$ cat src/rtl/control_mux_pkg.sv
// rtl/control_mux_pkg.sv - shared types and helpers for the N-way stream-mux reset controller
package control_mux_pkg;

    typedef enum logic [1:0] {
        ST_IDLE = 2'd0,
        ST_RUN  = 2'd1,
        ST_DONE = 2'd2
    } state_e;

    localparam logic [255:0] CH_RESET_ALL = '1;

    // A single channel still needs a one-bit select.
    function automatic int sel_w(input int n);
        return (n <= 1) ? 1 : $clog2(n);
    endfunction

endpackage

$ cat src/rtl/control_muxn_stream_if.sv
// rtl/control_muxn_stream_if.sv - control/status bundle between sequencer and its user
interface control_muxn_stream_if
    import control_mux_pkg::*;
#(
    parameter int NUM_CH = 4,
    parameter int RND_W  = 8
) ();
    localparam int SEL_W = sel_w(NUM_CH);

    logic              start;
    logic [RND_W-1:0]  cfg_rounds;
    logic              stall;
    logic              abort;
    logic [SEL_W-1:0]  ch_sel;
    logic [NUM_CH-1:0] ch_reset;
    logic              ch_first;
    logic              busy;
    logic              done;

    modport master (
        output start, cfg_rounds, stall, abort,
        input  ch_sel, ch_reset, ch_first, busy, done
    );

    modport slave (
        input  start, cfg_rounds, stall, abort,
        output ch_sel, ch_reset, ch_first, busy, done
    );
endinterface

$ cat src/rtl/control_mux_dwell_cnt.sv
// rtl/control_mux_dwell_cnt.sv - dwell/channel/round counter chain with enable, clear and wrap
module control_mux_dwell_cnt
    import control_mux_pkg::*;
#(
    parameter int NUM_CH = 4,
    parameter int DWELL  = 4,
    parameter int RND_W  = 8,
    parameter int SEL_W  = sel_w(NUM_CH),
    parameter int DW_W   = sel_w(DWELL)
) (
    input  logic             clk,
    input  logic             rst_n,
    input  logic             en_i,
    input  logic             clr_i,
    output logic [SEL_W-1:0] ch_sel_o,
    output logic             first_o,
    output logic [RND_W-1:0] round_cnt_o,
    output logic             wrap_o
);
    logic [DW_W-1:0]  dwell_q, dwell_d;
    logic [SEL_W-1:0] sel_q, sel_d;
    logic [RND_W-1:0] rnd_q, rnd_d;
    logic             dwell_end, ch_end;

    assign dwell_end = (dwell_q == DW_W'(DWELL - 1));
    assign ch_end    = (sel_q == SEL_W'(NUM_CH - 1));

    always_comb begin
        dwell_d = dwell_q;
        sel_d   = sel_q;
        rnd_d   = rnd_q;
        if (clr_i) begin
            dwell_d = '0;
            sel_d   = '0;
            rnd_d   = '0;
        end else if (en_i) begin
            if (dwell_end) begin
                dwell_d = '0;
                if (ch_end) begin
                    sel_d = '0;
                    rnd_d = rnd_q + 1'b1;
                end else begin
                    sel_d = sel_q + 1'b1;
                end
            end else begin
                dwell_d = dwell_q + 1'b1;
            end
        end
    end

    always_ff @(posedge clk or negedge rst_n) begin
        if (!rst_n) begin
            dwell_q <= '0;
            sel_q   <= '0;
            rnd_q   <= '0;
        end else begin
            dwell_q <= dwell_d;
            sel_q   <= sel_d;
            rnd_q   <= rnd_d;
        end
    end

    assign ch_sel_o    = sel_q;
    assign first_o     = (dwell_q == '0);
    assign round_cnt_o = rnd_q;
    assign wrap_o      = en_i && dwell_end && ch_end;
endmodule

$ cat src/rtl/control_muxn_stream.sv
// rtl/control_muxn_stream.sv - round-robin channel sequencer holding idle channels in reset
module control_muxn_stream
    import control_mux_pkg::*;
#(
    parameter int NUM_CH = 4,
    parameter int DWELL  = 4,
    parameter int RND_W  = 8
) (
    input  logic                  clk,
    input  logic                  rst_n,
    control_muxn_stream_if.slave  bus
);
    localparam int SEL_W = sel_w(NUM_CH);

    state_e            state_q, state_d;
    logic [RND_W-1:0]  rounds_lat_q, rounds_lat_d;
    logic              cnt_en, cnt_clr, cnt_wrap, cnt_first, last_round;
    logic [SEL_W-1:0]  cnt_sel;
    logic [RND_W-1:0]  cnt_round;

    // Abort outranks stall, so it also clears the counters while frozen.
    assign cnt_en     = (state_q == ST_RUN) && !bus.stall && !bus.abort;
    assign cnt_clr    = (state_q != ST_RUN) || bus.abort;
    assign last_round = cnt_wrap && (rounds_lat_q != '0) && (cnt_round == rounds_lat_q - 1'b1);

    control_mux_dwell_cnt #(
        .NUM_CH (NUM_CH),
        .DWELL  (DWELL),
        .RND_W  (RND_W)
    ) u_cnt (
        .clk         (clk),
        .rst_n       (rst_n),
        .en_i        (cnt_en),
        .clr_i       (cnt_clr),
        .ch_sel_o    (cnt_sel),
        .first_o     (cnt_first),
        .round_cnt_o (cnt_round),
        .wrap_o      (cnt_wrap)
    );

    always_comb begin
        state_d      = state_q;
        rounds_lat_d = rounds_lat_q;
        case (state_q)
            ST_IDLE: if (bus.start) begin
                state_d      = ST_RUN;
                rounds_lat_d = bus.cfg_rounds;
            end
            ST_RUN: if (bus.abort) begin
                state_d      = ST_IDLE;
                rounds_lat_d = '0;
            end else if (last_round) begin
                state_d = ST_DONE;
            end
            ST_DONE: state_d = ST_IDLE;
            default: state_d = ST_IDLE;
        endcase
    end

    always_ff @(posedge clk or negedge rst_n) begin
        if (!rst_n) begin
            state_q      <= ST_IDLE;
            rounds_lat_q <= '0;
        end else begin
            state_q      <= state_d;
            rounds_lat_q <= rounds_lat_d;
        end
    end

    assign bus.busy     = (state_q == ST_RUN);
    assign bus.done     = (state_q == ST_DONE);
    assign bus.ch_sel   = cnt_sel;
    assign bus.ch_first = (state_q == ST_RUN) && cnt_first;
    assign bus.ch_reset = (state_q == ST_RUN) ? ~(NUM_CH'(1) << cnt_sel) : CH_RESET_ALL[NUM_CH-1:0];
endmodule

$ cat src/flat_wrapper.sv
// flat-port wrapper written by rule: the top's interface ports become plain ports
module control_muxn_stream_flat import control_mux_pkg::*;
#(
    parameter int NUM_CH = 4,
    parameter int DWELL  = 4,
    parameter int RND_W  = 8
)
  (clk, rst_n, bus_start, bus_cfg_rounds, bus_stall, bus_abort, bus_ch_sel, bus_ch_reset, bus_ch_first, bus_busy, bus_done);
  control_muxn_stream_if #(.NUM_CH(NUM_CH), .RND_W(RND_W)) bus_i ();
  input  logic clk;
  input  logic rst_n;
  input wire logic [$bits(bus_i.start)-1:0] bus_start;
  input wire logic [$bits(bus_i.cfg_rounds)-1:0] bus_cfg_rounds;
  input wire logic [$bits(bus_i.stall)-1:0] bus_stall;
  input wire logic [$bits(bus_i.abort)-1:0] bus_abort;
  output wire logic [$bits(bus_i.ch_sel)-1:0] bus_ch_sel;
  output wire logic [$bits(bus_i.ch_reset)-1:0] bus_ch_reset;
  output wire logic [$bits(bus_i.ch_first)-1:0] bus_ch_first;
  output wire logic [$bits(bus_i.busy)-1:0] bus_busy;
  output wire logic [$bits(bus_i.done)-1:0] bus_done;
  assign bus_i.start = bus_start;
  assign bus_i.cfg_rounds = bus_cfg_rounds;
  assign bus_i.stall = bus_stall;
  assign bus_i.abort = bus_abort;
  assign bus_ch_sel = bus_i.ch_sel;
  assign bus_ch_reset = bus_i.ch_reset;
  assign bus_ch_first = bus_i.ch_first;
  assign bus_busy = bus_i.busy;
  assign bus_done = bus_i.done;
  control_muxn_stream #(.NUM_CH(NUM_CH), .DWELL(DWELL), .RND_W(RND_W)) u_core (.clk(clk), .rst_n(rst_n), .bus(bus_i));
endmodule
$ cat config.mk
export PLATFORM = sky130hd
export DESIGN_NAME = control_muxn_stream_flat
export DESIGN_NICKNAME = d
export VERILOG_FILES = /design/src/rtl/control_mux_pkg.sv /design/src/rtl/control_muxn_stream_if.sv /design/src/rtl/control_mux_dwell_cnt.sv /design/src/rtl/control_muxn_stream.sv /design/src/flat_wrapper.sv
export SDC_FILE = /design/constraint.sdc
export NUM_CORES = 1
export LEC_CHECK = 0
export CORE_MARGIN = 4
export CORE_UTILIZATION = 57
export CTS_CLUSTER_SIZE = 20
export DETAILED_ROUTE_END_ITERATION = 6
export GPL_TIMING_DRIVEN = 0
export PLACE_DENSITY = 0.83
export RECOVER_POWER = 50
export SLEW_MARGIN = 15
export SYNTH_ARGS = -nofsm -noshare
export SYNTH_HDL_FRONTEND = slang
export SYNTH_SLANG_ARGS = --single-unit
$ cat constraint.sdc
create_clock -name clk -period 4.5 [get_ports clk]
set_input_delay 0.675 -clock clk [delete_from_list [all_inputs] [get_ports clk]]
set_output_delay 0.675 -clock clk [all_outputs]
set_load 0.01 [all_outputs]
Clock distribution:
Scale: 8 px per um.
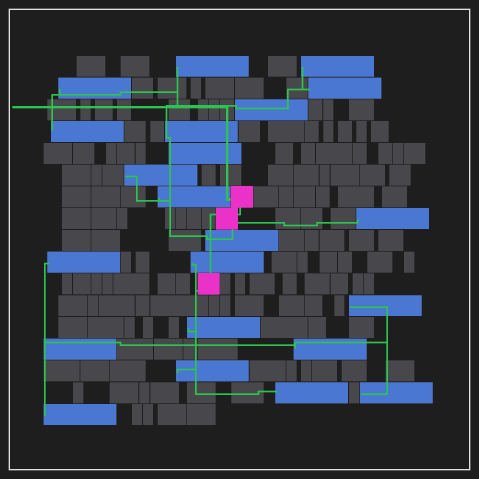
legend:
  clock drivers:
    color: magenta
    count: 3
  flip-flops:
    color: blue
    count: 22
  clock wires:
    color: green
    length: 274 um
routed clock nets: 4
Clock power frac: 23.3%
final clock skew: 0.001696 ns
Clock Power: 0.110 mW

Signal metal coverage by tile:
Scale: 6 px per um. The die is cut into 11 by 11 equal tiles; white is low, dark blue is high, scaled to the fullest tile. Values are wire area over tile area, all layers added.
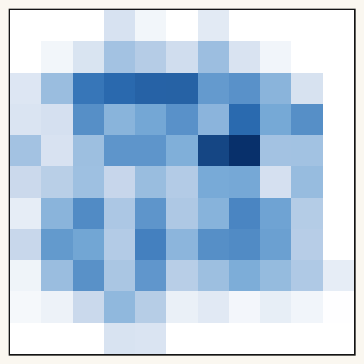
tiles over half the peak: 24%
mean over tiles: 0.14
nearly empty tiles: 22%
per-cell routed wire length: 14.58 um
vias: 1,111

I/O nets highlighted:
Scale: 8 px per um.
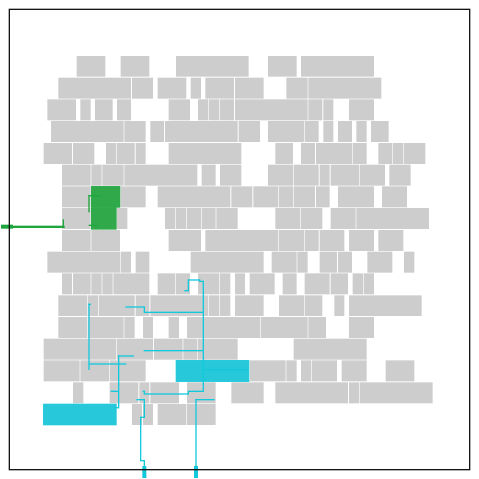
legend:
  `bus_ch_sel`:
    color: cyan
    bits: 2
    direction: output
    end_cells: 2
    buffers: 2
    wire: 92.4 um
  `bus_abort`:
    color: green
    bits: 1
    direction: input
    end_cells: 2
    buffers: 1
    wire: 11.4 um

Congestion heat map:
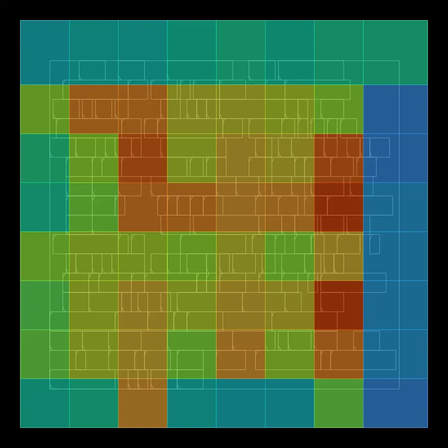
busiest layer in global routing: met2
final core utilization: 73.06%

Selected gate families:
Scale: 6 px per um.
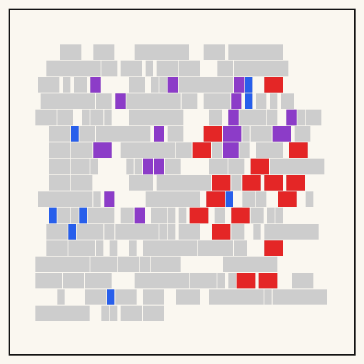
legend:
  inverting AOI/OAI gates:
    color: purple
    cells: 16
  inverters:
    color: blue
    cells: 8
  XOR/XNOR gates:
    color: red
    cells: 17
logic share of the area: 46.35%
most numerous logic cell after layout: dfrtp_1

==> flow_summary.yaml <==
# implementation run metrics
status:
  status: "finished clean"
global_routing:
  grt_antenna_before_repair: 0
  grt_util_met3_pct: 4.072
drt:
  top_layer_used: "met4"
  drt-vias-per-instance: 5.611
  wl_met1_um: 1278
  drc: 0
final_timing:
  finalClockPeriodUsage_pct: 57.84
  hold_viol: 0
  relSlewSlack_pct: 31.31
  final.setup.worst_slack_ns: 1.897
floorplanning:
  tapCellCount: 28
  dieArea_um2: 3290
power:
  p_total_mw: 0.4741
  ir_drop_mv: 0.1963
  power.group.top: "registers"
  p_sw_mw: 0.1500
finish:
  fillers: 168
  clk_share_pct: 2.182
  largestClassByArea: "logic gates"
  inv_count: 8
yosys:
  compound_area_share_pct: 7.297
  largest_area_cell: "dfrtp_1"
  async_flop_share_pct: 100.0
  synth_flops: 22
  syn_inst: 145
  syn_area_per_cell_um2: 9.578
placement:
  gp_congestion: 0.7499
critical_path:
  r2r_setup_slack_ns: 2.31
  r2r_cells: 7
  endpoint: "bus_ch_first"
run:
  drv_cap: 0
clock_network:
  cts_buffers: 3
hold_path:
  whs_path_depth: 2
No activity file was given, so power comes from the tool's default toggle rates.
